Wire density map:
Scale bar: 20 um. The die is cut into 15 by 15 equal tiles; dark blue is low, red is high, scaled to the fullest tile. Values are wire area over tile area, all layers added.
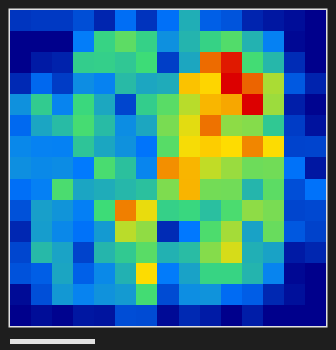
Placed cells, one color a class:
Fill, decap, tap and diode cells in gray.
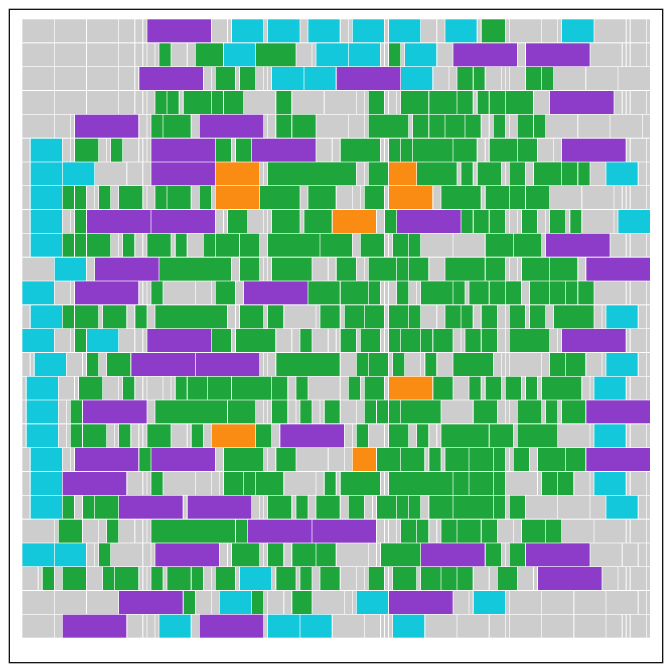
Clock routing:
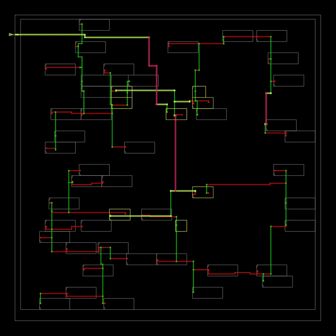
Signal wires on met3:
Scale bar: 20 um.
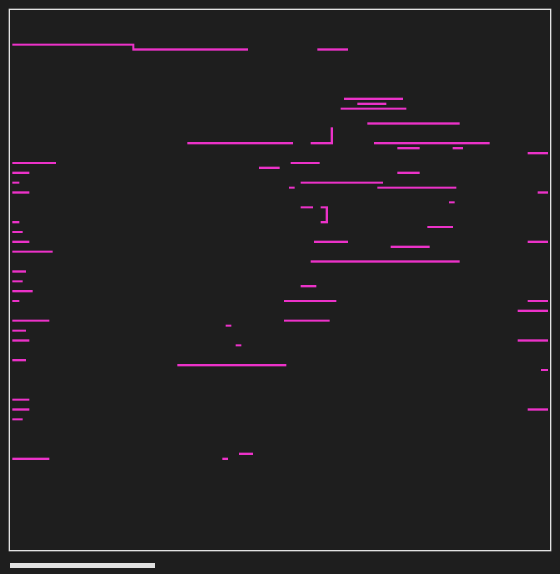
<file path="src/rtl/mul_tile_scheduler.sv">
// Sequential WIDTH x WIDTH multiplier time-sharing one external TILE x TILE core.
// Accumulates shifted tile products and counts tiles where the core is inexact.
module mul_tile_scheduler #(
  parameter int WIDTH = 8,
  parameter int TILE  = 2,
  localparam int N    = WIDTH / TILE,
  localparam int T    = N * N,
  localparam int ERRW = $clog2(T + 1)
) (
  input  logic                 clk,
  input  logic                 rst_n,
  input  logic                 in_valid,
  output logic                 in_ready,
  input  logic [WIDTH-1:0]     a,
  input  logic [WIDTH-1:0]     b,
  output logic [TILE-1:0]      core_a,
  output logic [TILE-1:0]      core_b,
  input  logic [2*TILE-1:0]    core_p,
  output logic                 out_valid,
  input  logic                 out_ready,
  output logic [2*WIDTH-1:0]   p,
  output logic [ERRW-1:0]      err_cnt
);

  localparam int IW = (N > 1) ? $clog2(N) : 1;
  localparam int SW = $clog2(2 * WIDTH) + 2;

  typedef enum logic [1:0] {
    IDLE,
    RUN,
    DONE
  } state_t;

  state_t             state;
  state_t             state_n;
  logic [WIDTH-1:0]   a_reg;
  logic [WIDTH-1:0]   b_reg;
  logic [IW-1:0]      i_cnt;
  logic [IW-1:0]      j_cnt;
  logic [2*WIDTH-1:0] acc;
  logic [ERRW-1:0]    err;
  logic               last;
  logic [2*TILE-1:0]  exact;
  logic [SW-1:0]      shamt;
  logic [2*WIDTH-1:0] addend;

  assign last = (i_cnt == IW'(N - 1)) && (j_cnt == IW'(N - 1));

  // Present the current digit pair to the core only while running
  always_comb begin
    core_a = '0;
    core_b = '0;
    if (state == RUN) begin
      core_a = a_reg[TILE*i_cnt +: TILE];
      core_b = b_reg[TILE*j_cnt +: TILE];
    end
  end

  // Reference tile product and the weighted core result
  always_comb begin
    exact  = (2*TILE)'(core_a) * (2*TILE)'(core_b);
    shamt  = SW'(TILE) * (SW'(i_cnt) + SW'(j_cnt));
    addend = (2*WIDTH)'(core_p) << shamt;
  end

  // State register
  always_ff @(posedge clk) begin
    if (!rst_n) state <= IDLE;
    else        state <= state_n;
  end

  // Next-state logic and handshake outputs
  always_comb begin
    state_n   = state;
    in_ready  = 1'b0;
    out_valid = 1'b0;
    unique case (state)
      IDLE: begin
        in_ready = 1'b1;
        if (in_valid) state_n = RUN;
      end
      RUN: begin
        if (last) state_n = DONE;
      end
      DONE: begin
        out_valid = 1'b1;
        if (out_ready) state_n = IDLE;
      end
      default: state_n = IDLE;
    endcase
  end

  // Operand capture, tile walk, accumulate and error count
  always_ff @(posedge clk) begin
    if (!rst_n) begin
      a_reg <= '0;
      b_reg <= '0;
      i_cnt <= '0;
      j_cnt <= '0;
      acc   <= '0;
      err   <= '0;
    end else begin
      unique case (state)
        IDLE: begin
          if (in_valid) begin
            a_reg <= a;
            b_reg <= b;
            i_cnt <= '0;
            j_cnt <= '0;
            acc   <= '0;
            err   <= '0;
          end
        end
        RUN: begin
          acc <= acc + addend;
          if (core_p != exact) err <= err + 1'b1;
          if (last) begin
            i_cnt <= '0;
            j_cnt <= '0;
          end else if (i_cnt == IW'(N - 1)) begin
            i_cnt <= '0;
            j_cnt <= j_cnt + 1'b1;
          end else begin
            i_cnt <= i_cnt + 1'b1;
          end
        end
        default: ;
      endcase
    end
  end

  assign p       = acc;
  assign err_cnt = err;

endmodule

</file>
<file path="config.mk">
export PLATFORM = sky130hd
export DESIGN_NAME = mul_tile_scheduler
export DESIGN_NICKNAME = d
export VERILOG_FILES = /design/src/rtl/mul_tile_scheduler.sv
export SDC_FILE = /design/constraint.sdc
export NUM_CORES = 1
export LEC_CHECK = 0
export ABC_AREA = 0
export CORE_UTILIZATION = 53
export DETAILED_ROUTE_END_ITERATION = 6
export PLACE_DENSITY = 0.79
export SYNTH_ARGS = -nofsm -noshare
export SYNTH_HDL_FRONTEND = slang
export SYNTH_SLANG_ARGS = --single-unit
export TNS_END_PERCENT = 50
</file>
<file path="constraint.sdc">
create_clock -name clk -period 4.8 [get_ports clk]
set_input_delay 0.48 -clock clk [delete_from_list [all_inputs] [get_ports clk]]
set_output_delay 0.48 -clock clk [all_outputs]
set_load 0.01 [all_outputs]
</file>
==> impl_metrics.py <==
# Synthesis and PnR figures
metrics = {
    "setup_path": {
        "crit_family": "adder cells",
        "cp_max_fo": 9,
        "worst_setup_path_end_kind": "register",
        "crit_chain": "ha_1 > inv_1 > fa_1 > nand2_1 > or2_2 > inv_1 > ha_1 > a211oi_1 > o21a_1 > and4b_1 > o21ai_1 > xnor2_1 > o21bai_1 > a22o_1",
        "reg2reg_from": "j_cnt[0]$_SDFFE_PN0P_",
        "critPathSlowestCell": "fa_1",
        "worst-path-stages": 14,
        "cp.arrival_ns": 3.87,
        "cp_num_buf_inv": 2,
        "cp-start-kind": "register",
        "crit_start": "j_cnt[0]$_SDFFE_PN0P_",
        "critPathMaxStageDelay_ns": 0.63,
        "required_ns": 4.99,
        "r2r_slack_ns": 1.12,
        "r2r-end": "p[15]$_SDFFE_PN0P_",
        "critical_path_class": "reg -> reg",
        "endpoint": "p[15]$_SDFFE_PN0P_",
        "r2r_cells": 14,
    },
    "flow_run": {
        "tool_warnings": 26,
        "drv_cap": 0,
    },
    "routing": {
        "ant_nets": 0,
        "via_per_inst": 5.597,
        "drt_iter0_markers": 83,
        "drtPass1Iterations": 6,
        "drcViolationCount": 0,
    },
    "finish": {
        "largest_reg_flops": 16,
        "fillCellCount": 471,
        "layout_top_cells": "55 x nand2_1, 50 x clkdlybuf4s50_1, 43 x dfxtp_1, 25 x nor2_1",
        "design_area_mm2": 0.003406,
        "flop_area_um2": 860.8,
        "final-comb-area_mm2": 0.001821,
        "area_growth_pct": 22.34,
        "drive_above_1_share_pct": 4.688,
        "nets": 430,
        "mostFrequentLayoutCell": "nand2_1",
        "n_antenna_cell": 0,
        "fin_cells": 454,
    },
    "yosys": {
        "synth-main-ff-cell": "dfxtp_1",
        "yosysTopAreaCell": "dfxtp_1",
        "syn-num-nets": 389,
        "mux_share_pct": 4.090,
        "synth_cells": 342,
        "yosys_area_mm2": 0.002784,
        "yosys.area_share.adder_pct": 10.88,
        "ys_warn_count": 0,
        "ys_cells": 342,
        "synthDistinctLibCells": 47,
        "synthArstFlopShare_pct": 0,
        "ys_sh_simple_pct": 22.47,
        "synth-edff-count": 0,
        "synth.most_common_cell": "nand2_1",
        "synth_xor_xnor_area_share_pct": 5.618,
        "ys.flops": 43,
        "common_cells": "55 x nand2_1, 43 x dfxtp_1, 25 x nor2_1, 23 x a21boi_0, 23 x o21ai_0",
        "aoi_share_pct": 22.34,
        "synth.logic.top_family": "simple AND/OR/NAND/NOR gates",
        "syn_avg_cell_area_um2": 8.140,
        "top_area_share_pct": 30.92,
        "netlist_area_mm2": 0.002784,
        "ys_top_cells_by_area": "dfxtp_1 31%, ha_1 9.4%, nand2_1 7.4%",
        "ys_seq_share_pct": 30.92,
    },
    "die": {
        "dieWidth_um": 74.48,
        "fp_util_pct": 54.86,
        "die_h_um": 74.48,
        "chipArea_mm2": 0.005547,
        "pin_count": 51,
    },
    "power": {
        "leakage_nw": 1.331,
        "totalPowerFinal_w": 0.0007621,
        "p_per_area_mw_per_mm2": 223.8,
        "worst_ir_drop_vdd_mv": 0.1352,
    },
    "global_route": {
        "grt_pass1_vias": 2363,
        "grt_pass1_wl_um": 10250,
        "overflow": 0,
        "antenna_found_initial": 0,
        "grt_max_degree": 38,
    },
    "final_timing": {
        "rsz0062_at_grt": "false",
        "holdWs_ns": 0.4717,
        "fmax_mhz": 272.0,
        "max_slew_margin_pct": 25.10,
        "worst_slew_pin_slew_ns": 1.120,
        "period_needed_ns": 3.677,
        "hold_viol_final": 0,
        "clock_skew_ns": 0.009408,
        "drv_slew": 0,
        "worst_slack_ns": 1.123,
        "setup_viol": 0,
        "fin_crit_sh_pct": 76.60,
        "fin_tns_setup_ns": 0,
    },
    "placement": {
        "portBuffers": 50,
        "place_ws_ns": 1.166,
        "dp.cells": 446,
        "routabilityCongestion": 0.8487,
        "place_area_mm2": 0.003307,
        "post-dp-hpwl_um": 4521,
    },
    "worst_hold_path": {
        "hold_start": "b_reg[5]$_SDFFE_PN0P_",
        "hold-path-cell-count": 2,
        "holdPathEnd": "b_reg[5]$_SDFFE_PN0P_",
        "min_path_type": "reg -> reg",
    },
    "clocking": {
        "cts_buffers": 5,
        "ctsHoldBuffers": 0,
        "htreeDepth": 2,
        "cts_sinks": 43,
        "clockBufferDepth": 2,
        "cts_tree": "built",
        "post_cts_resized": 0,
        "clk_pin_slew_ns": 0.09,
        "root_buffer": "clkbuf_8",
        "cts_setup_buffers": 0,
    },
    "status": {
        "outcome": "finished clean",
    },
}
Notes on 'wire density map' above:
mean over tiles: 0.18
tiles over half the peak: 26%
fullest tile: 0.51
densest ninth of the die: center
nearly empty tiles: 8.0%
via count: 2541
wire per inst: 13.53 um
Tot GR Track Use: 23.88%
final WL: 6142 um

Notes on 'placed cells, one color a class' above:
legend:
  cyan:
    class: other buffers and delay cells
    cells: 50
    share_of_their_area: 15%
  orange:
    class: clock drivers and dummy loads
    cells: 8
    share_of_their_area: 3.0%
  green:
    class: all other logic
    cells: 283
    share_of_their_area: 56%
  purple:
    class: flops
    cells: 43
    share_of_their_area: 26%
CORE AREA: 0.005075 mm^2
num rows: 26
final design utilization: 67.11%
flop share of the area: 25.28%

Notes on 'clock routing' above:
Late-Pin Clk Latency: 0.30 ns
clock buffer count: 6

Notes on 'signal wires on met3' above:
longest straight run: 20.2 um
wire length on this layer: 274 um
share of all routed wire: 4.5%
met3 usage: 5.556%

[routing by layer]
| layer | part of all wire [%] | wire (um) | GRT usage, % |
|---|---|---|---|
| met1 | 46 | 2812 | 29.85 |
| met2 | 48 | 2952 | 40.54 |
| met3 | 4.5 | 274 | 5.556 |
| met4 | 1.7 | 103 | 7.757 |
| met5 | 0 | 0 | 0 |
[power by group]
group,internal (W),total (W),switching (W)
registers,0.000370,0.000380,0.00000997
logic,0.0000625,0.000131,0.0000683
clock network,0.000118,0.000251,0.000133
total,0.000550,0.000762,0.000212
[layout make-up]
type | count | area share (%)
clock buffers | 6 | 2.425
clock inverters | 2 | 0.4776
inverters | 10 | 1.102
multi-input cells | 273 | 53.45
flip-flops and latches | 43 | 25.28
well taps | 70 | 2.572
repair buffers | 50 | 14.70
Power and IR drop assume default switching activity.
